Design execute_param, sky130hd; sources not shown.
Fig. 1: run 1, met2 routing
Scale: 2 px per um.
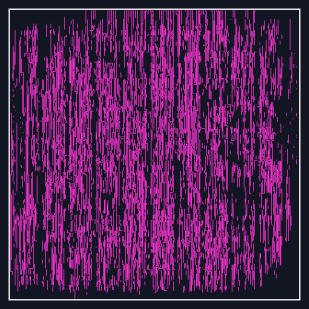
nets with wire on the layer = 1653
wire length on this layer = 18200 um
main direction = vertical
via count: 11502
total wire length: 40.0 mm
met2 usage: 59.5%

Fig. 2: run 1, clock nets
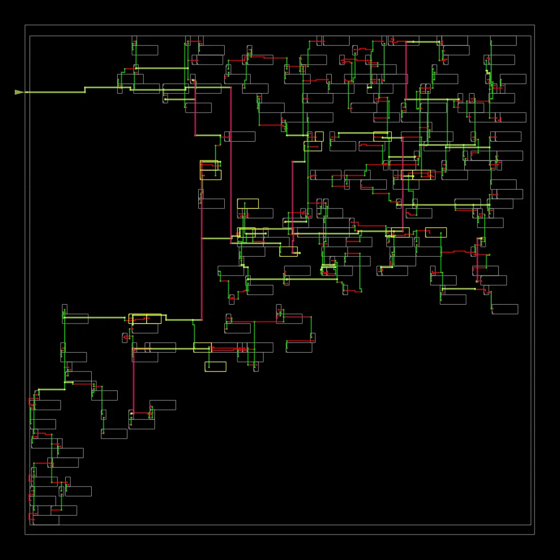
seq_cells: 112
clock latency on the worst-skew pair: 0.48 ns
Clock Sinks: 112
clock buffers: 9

Fig. 3: run 1, local utilization
Scale: 2 px per um. 14 x 14 tiles, from black (low) to pale yellow (high), 0 to 100% covered.
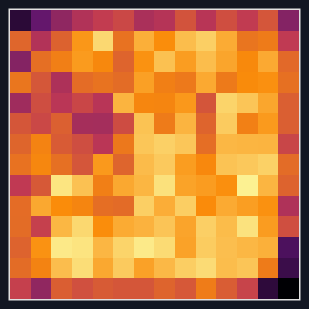
mean over tiles = 70%
tiles over 75% full = 45%
emptiest ninth of the die = upper left
nearly empty tiles = 0.50%
Pre-Place Util: 55.6%
fin util: 76.0%
core area: 0.0197 mm2

==> flow_metrics.py, run 1 <==
# Synthesis and PnR figures
metrics = {
    "status": {
        "status": "finished with violations",
        "violations": "setup timing",
    },
    "power": {
        "p_seq_share_pct": 14.3,
        "clkPwrFrac_pct": 15.0,
        "ir_drop_mv": 0.292,
        "power_density_mw_per_mm2": 226,
        "power_switching_share_pct": 48.3,
        "powerSeq_mw": 0.484,
        "p_leak_nw": 6.52,
        "comb-power_mw": 2.40,
        "pg_clk_mw": 0.510,
        "p_comb_share_pct": 70.7,
        "finalPower_mw": 3.39,
        "netSwitchingPower_mw": 1.64,
        "intPower_mw": 1.75,
    },
    "cts": {
        "cts_resized": 244,
        "cts_setup_buffers": 47,
        "clock-root-buffer": "clkbuf_8",
        "cts_max_path_buffers": 2,
        "cts_tree": "yes",
        "holdBufCountCts": 0,
        "clk_pin_slew_ns": 0.04,
        "htreeDepth": 3,
    },
    "floorplanning": {
        "die_w_um": 145,
        "n_tap_cell": 265,
        "ios": 143,
        "dieHeight_um": 145,
        "die-area_mm2": 0.0209,
    },
    "global_routing": {
        "grt_pass1_vias": 11150,
        "grt_util_all_layers_pct": 38.3,
        "grt_use_met1_pct": 50.2,
        "antenna_found_initial": 2,
        "grt_max_degree": 23,
        "overflow": 0,
        "busiest_layer": "met2",
        "use_met3_pct": 10.3,
        "grt_pass1_wl_mm": 59.1,
    },
    "timing": {
        "whs_ns": 0.451,
        "maxSlewViolCount": 0,
        "finalSetupViolations": 10,
        "tns_ns": -9.13,
        "relSlewSlack_pct": 23.3,
        "fin_ws_ns": -1.39,
        "final.setup_skew_ns": 0.0363,
        "tightestPinTransition_ns": 1.15,
    },
    "detailed_routing": {
        "wl_met1_mm": 16.3,
        "drt_iter0_drc": 1245,
        "via_per_inst": 5.91,
        "top_layer": "met4",
        "drc": 0,
        "wl_met3_mm": 4.44,
        "ant_nets": 0,
        "wl_met2_mm": 18.2,
        "wl_per_cell_um": 20.5,
    },
    "job": {
        "warnings": 146,
        "maxCapViolations": 0,
    },
    "placement": {
        "dp_hpwl_mm": 29.5,
        "dp_cells": 1750,
        "pre_cts_ws_ns": -2.75,
        "portBuffers": 142,
        "globalplace.congestion": 1.01,
    },
    "layout": {
        "final_cells": 1947,
        "comb_area_share_pct": 58.8,
        "drive_gt1_share_pct": 17.5,
        "sh_seq_area_pct": 15.0,
        "diodes": 1,
        "logic_area_mm2": 0.00881,
        "lay_top_count": "inv_1",
        "fill_cells": 1419,
        "nNonClkInverters": 132,
        "finalInstanceArea_mm2": 0.0150,
        "fin_nets": 1938,
        "flop_area_mm2": 0.00224,
        "clockNetworkAreaShare_pct": 4.24,
        "nMultiInputCombCells": 1036,
        "num-nonclk-buffers": 273,
        "buf_share_pct": 16.4,
        "lay_top_cells": "inv_1 (226), nand2_1 (176), nor2_1 (144), clkdlybuf4s50_1 (113), dfxtp_1 (112)",
    },
    "critical_path": {
        "max_stage_delay_ns": 0.56,
        "ff2ff_path_depth": 29,
        "crit_chain": "buf_12, mux2i_4, buf_12, nor2_2, fa_1, inv_2, fa_1, fa_1, fa_1, inv_2, fa_1, inv_2, fa_1, inv_2, ha_4, nand2_1, nand2_2, a41oi_4, a221oi_4, xnor2_2, a31oi_2, o31a_1",
        "crit_family": "adder cells",
        "critPathSlowestCell": "fa_1",
        "cp_max_fo": 6,
        "r2r_setup_slack_ns": 1.41,
        "crit_path_frequent_cell": "fa_1",
        "cp.arrival_ns": 6.53,
        "critPathKind": "in -> reg",
        "path_buffers": 6,
        "cp_num_cells": 22,
        "cp-start-kind": "input port",
        "cp_data_required_time_ns": 5.14,
        "worst_setup_path_end_kind": "flip-flop",
    },
    "synthesis": {
        "synth.top_cells.by_count": "nand2_1 (179), nor2_1 (160), inv_1 (132)",
        "edf_count": 0,
        "ys_seq_share_pct": 20.4,
        "synth_cell_types": 64,
        "fp_nets": 1605,
        "synthMuxAreaShare_pct": 8.70,
        "ys_cells": 1343,
        "syn_area_mm2": 0.0110,
        "netlist_logic_family_top": "adder cells",
        "yosysWarnings": 0,
        "yosysTopAreaCell": "dfxtp_1",
        "yosys.area_share.aoi_pct": 16.5,
        "synthXorXnorAreaFrac_pct": 5.02,
        "synth.area.top_cells": "dfxtp_1 (20%), fa_1 (15%), ha_1 (9.6%)",
        "ys_ff": 112,
        "most_common_cell": "nand2_1",
        "yosysTopAreaCellShare_pct": 20.4,
        "synthFlopType": "dfxtp_1",
        "simple_gate_share_pct": 17.4,
        "synthArstFlopShare_pct": 0,
    },
    "worst_hold_path": {
        "min-delay-path-class": "reg -> reg",
        "hold_depth": 2,
    },
}
Fig. 4: run 1, where the registers sit
Scale: 2 px per um. Other sequential cells in the stronger gray, the rest of the logic in the fainter gray.
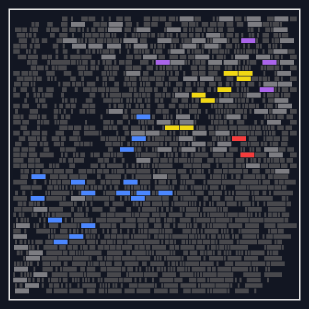

==> run 1 -> run 2 <==
--- a/config.mk
+++ b/config.mk
@@ -6,11 +6,11 @@
 export NUM_CORES = 1
 export LEC_CHECK = 0
 export CAP_MARGIN = 5
-export CORE_UTILIZATION = 54
+export CORE_UTILIZATION = 53
 export CTS_BUF_LIST = sky130_fd_sc_hd__clkbuf_4 sky130_fd_sc_hd__clkbuf_8
 export DETAILED_ROUTE_END_ITERATION = 16
 export GPL_TIMING_DRIVEN = 0
-export PLACE_DENSITY = 0.76
+export PLACE_DENSITY = 0.78
 export SYNTH_ARGS = -nofsm -noshare
 export SYNTH_HDL_FRONTEND = slang
 export SYNTH_SLANG_ARGS = --single-unit
==> constraint.sdc (replaced) <==
create_clock -name I_CLOCK -period 9.54 [get_ports I_CLOCK]
set_input_delay 1.431 -clock I_CLOCK [delete_from_list [all_inputs] [get_ports I_CLOCK]]
set_output_delay 1.431 -clock I_CLOCK [all_outputs]
set_load 0.05 [all_outputs]
Fig. 5: run 2, where the registers sit
Scale: 2 px per um. Other sequential cells in the stronger gray, the rest of the logic in the fainter gray.
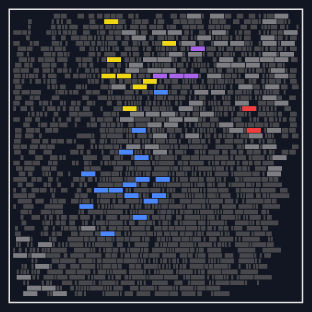
state_q -> red  # sequential cells 2
mul_opc_q -> yellow  # sequential cells 8, where top center
mul_idx_q -> purple  # sequential cells 4, where top center
mul_a_q -> blue  # sequential cells 16, where center
sequential cell area share: 15.0%
Reg area: 0.00224 mm2
Flop+latch power: 0.488 mW
fin util: 73.6%

Fig. 6: run 2, met2 routing
Scale: 2 px per um.
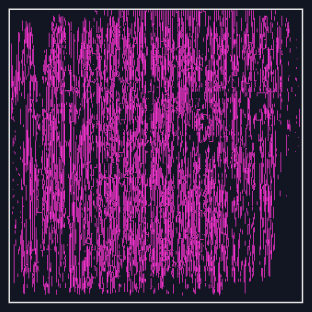
main direction = vertical
share of all routed wire = 46%
longest straight run = 69.7 um
wire length on this layer = 18300 um
nets with wire on the layer = 1662
via count: 11509
total wire length: 39.7 mm

==> flow_metrics.py, run 2 <==
# Synthesis and PnR figures
metrics = {
    "status": {
        "status": "finished with violations",
        "violations": "setup timing",
    },
    "critical_path": {
        "cp_data_required_time_ns": 5.09,
        "max_stage_delay_ns": 0.57,
        "crit_chain": "buf_2, mux2_4, nand2_1, fa_1, fa_1, fa_1, fa_1, inv_1, fa_1, inv_2, fa_1, inv_2, ha_4, nand3_2, nand2_2, a41oi_4, a221oi_4, xnor2_2, a31oi_2, o31a_1",
        "cp_max_fo": 5,
        "critPathKind": "in -> reg",
        "r2r_setup_slack_ns": 1.41,
        "critPathSlowestCell": "fa_1",
        "path_buffers": 4,
    },
    "timing": {
        "whs_ns": 0.452,
        "fin_ws_ns": -1.43,
        "relSlewSlack_pct": 25.9,
        "final.setup_skew_ns": 0.0293,
        "finalSetupViolations": 10,
        "maxSlewViolCount": 0,
    },
    "detailed_routing": {
        "wl_per_cell_um": 20.4,
        "via_per_inst": 5.91,
        "drc": 0,
        "drt_iter0_drc": 1054,
        "wl_met2_mm": 18.3,
        "wl_met3_mm": 3.80,
        "ant_nets": 0,
    },
    "cts": {
        "clk_pin_slew_ns": 0.04,
        "cts_tree": "yes",
        "htreeDepth": 3,
    },
    "power": {
        "power_density_mw_per_mm2": 220,
        "comb-power_mw": 2.29,
        "intPower_mw": 1.68,
        "p_leak_nw": 6.50,
        "netSwitchingPower_mw": 1.60,
        "pg_clk_mw": 0.503,
    },
    "synthesis": {
        "netlist_logic_family_top": "adder cells",
        "edf_count": 0,
        "synth.area.top_cells": "dfxtp_1 (20%), fa_1 (15%), ha_1 (9.6%)",
        "synth_cell_types": 64,
        "fp_nets": 1605,
        "synthArstFlopShare_pct": 0,
        "synthFlopType": "dfxtp_1",
        "ys_cells": 1343,
        "yosysTopAreaCell": "dfxtp_1",
        "yosysTopAreaCellShare_pct": 20.4,
        "synthMuxAreaShare_pct": 8.70,
        "simple_gate_share_pct": 17.4,
    },
    "global_routing": {
        "grt_pass1_vias": 11895,
        "busiest_layer": "met2",
        "overflow": 0,
        "grt_max_degree": 22,
    },
    "placement": {
        "dp_hpwl_mm": 29.4,
        "dp_cells": 1755,
    },
    "worst_hold_path": {
        "hold_depth": 2,
    },
    "floorplanning": {
        "die_w_um": 146,
        "ios": 143,
        "dieHeight_um": 146,
    },
    "layout": {
        "final_cells": 1948,
        "buf_share_pct": 16.4,
        "logic_area_mm2": 0.00875,
        "num-nonclk-buffers": 272,
        "nMultiInputCombCells": 1034,
        "diodes": 0,
    },
    "job": {
        "maxCapViolations": 0,
    },
}
No activity file was given, so power comes from the tool's default toggle rates.
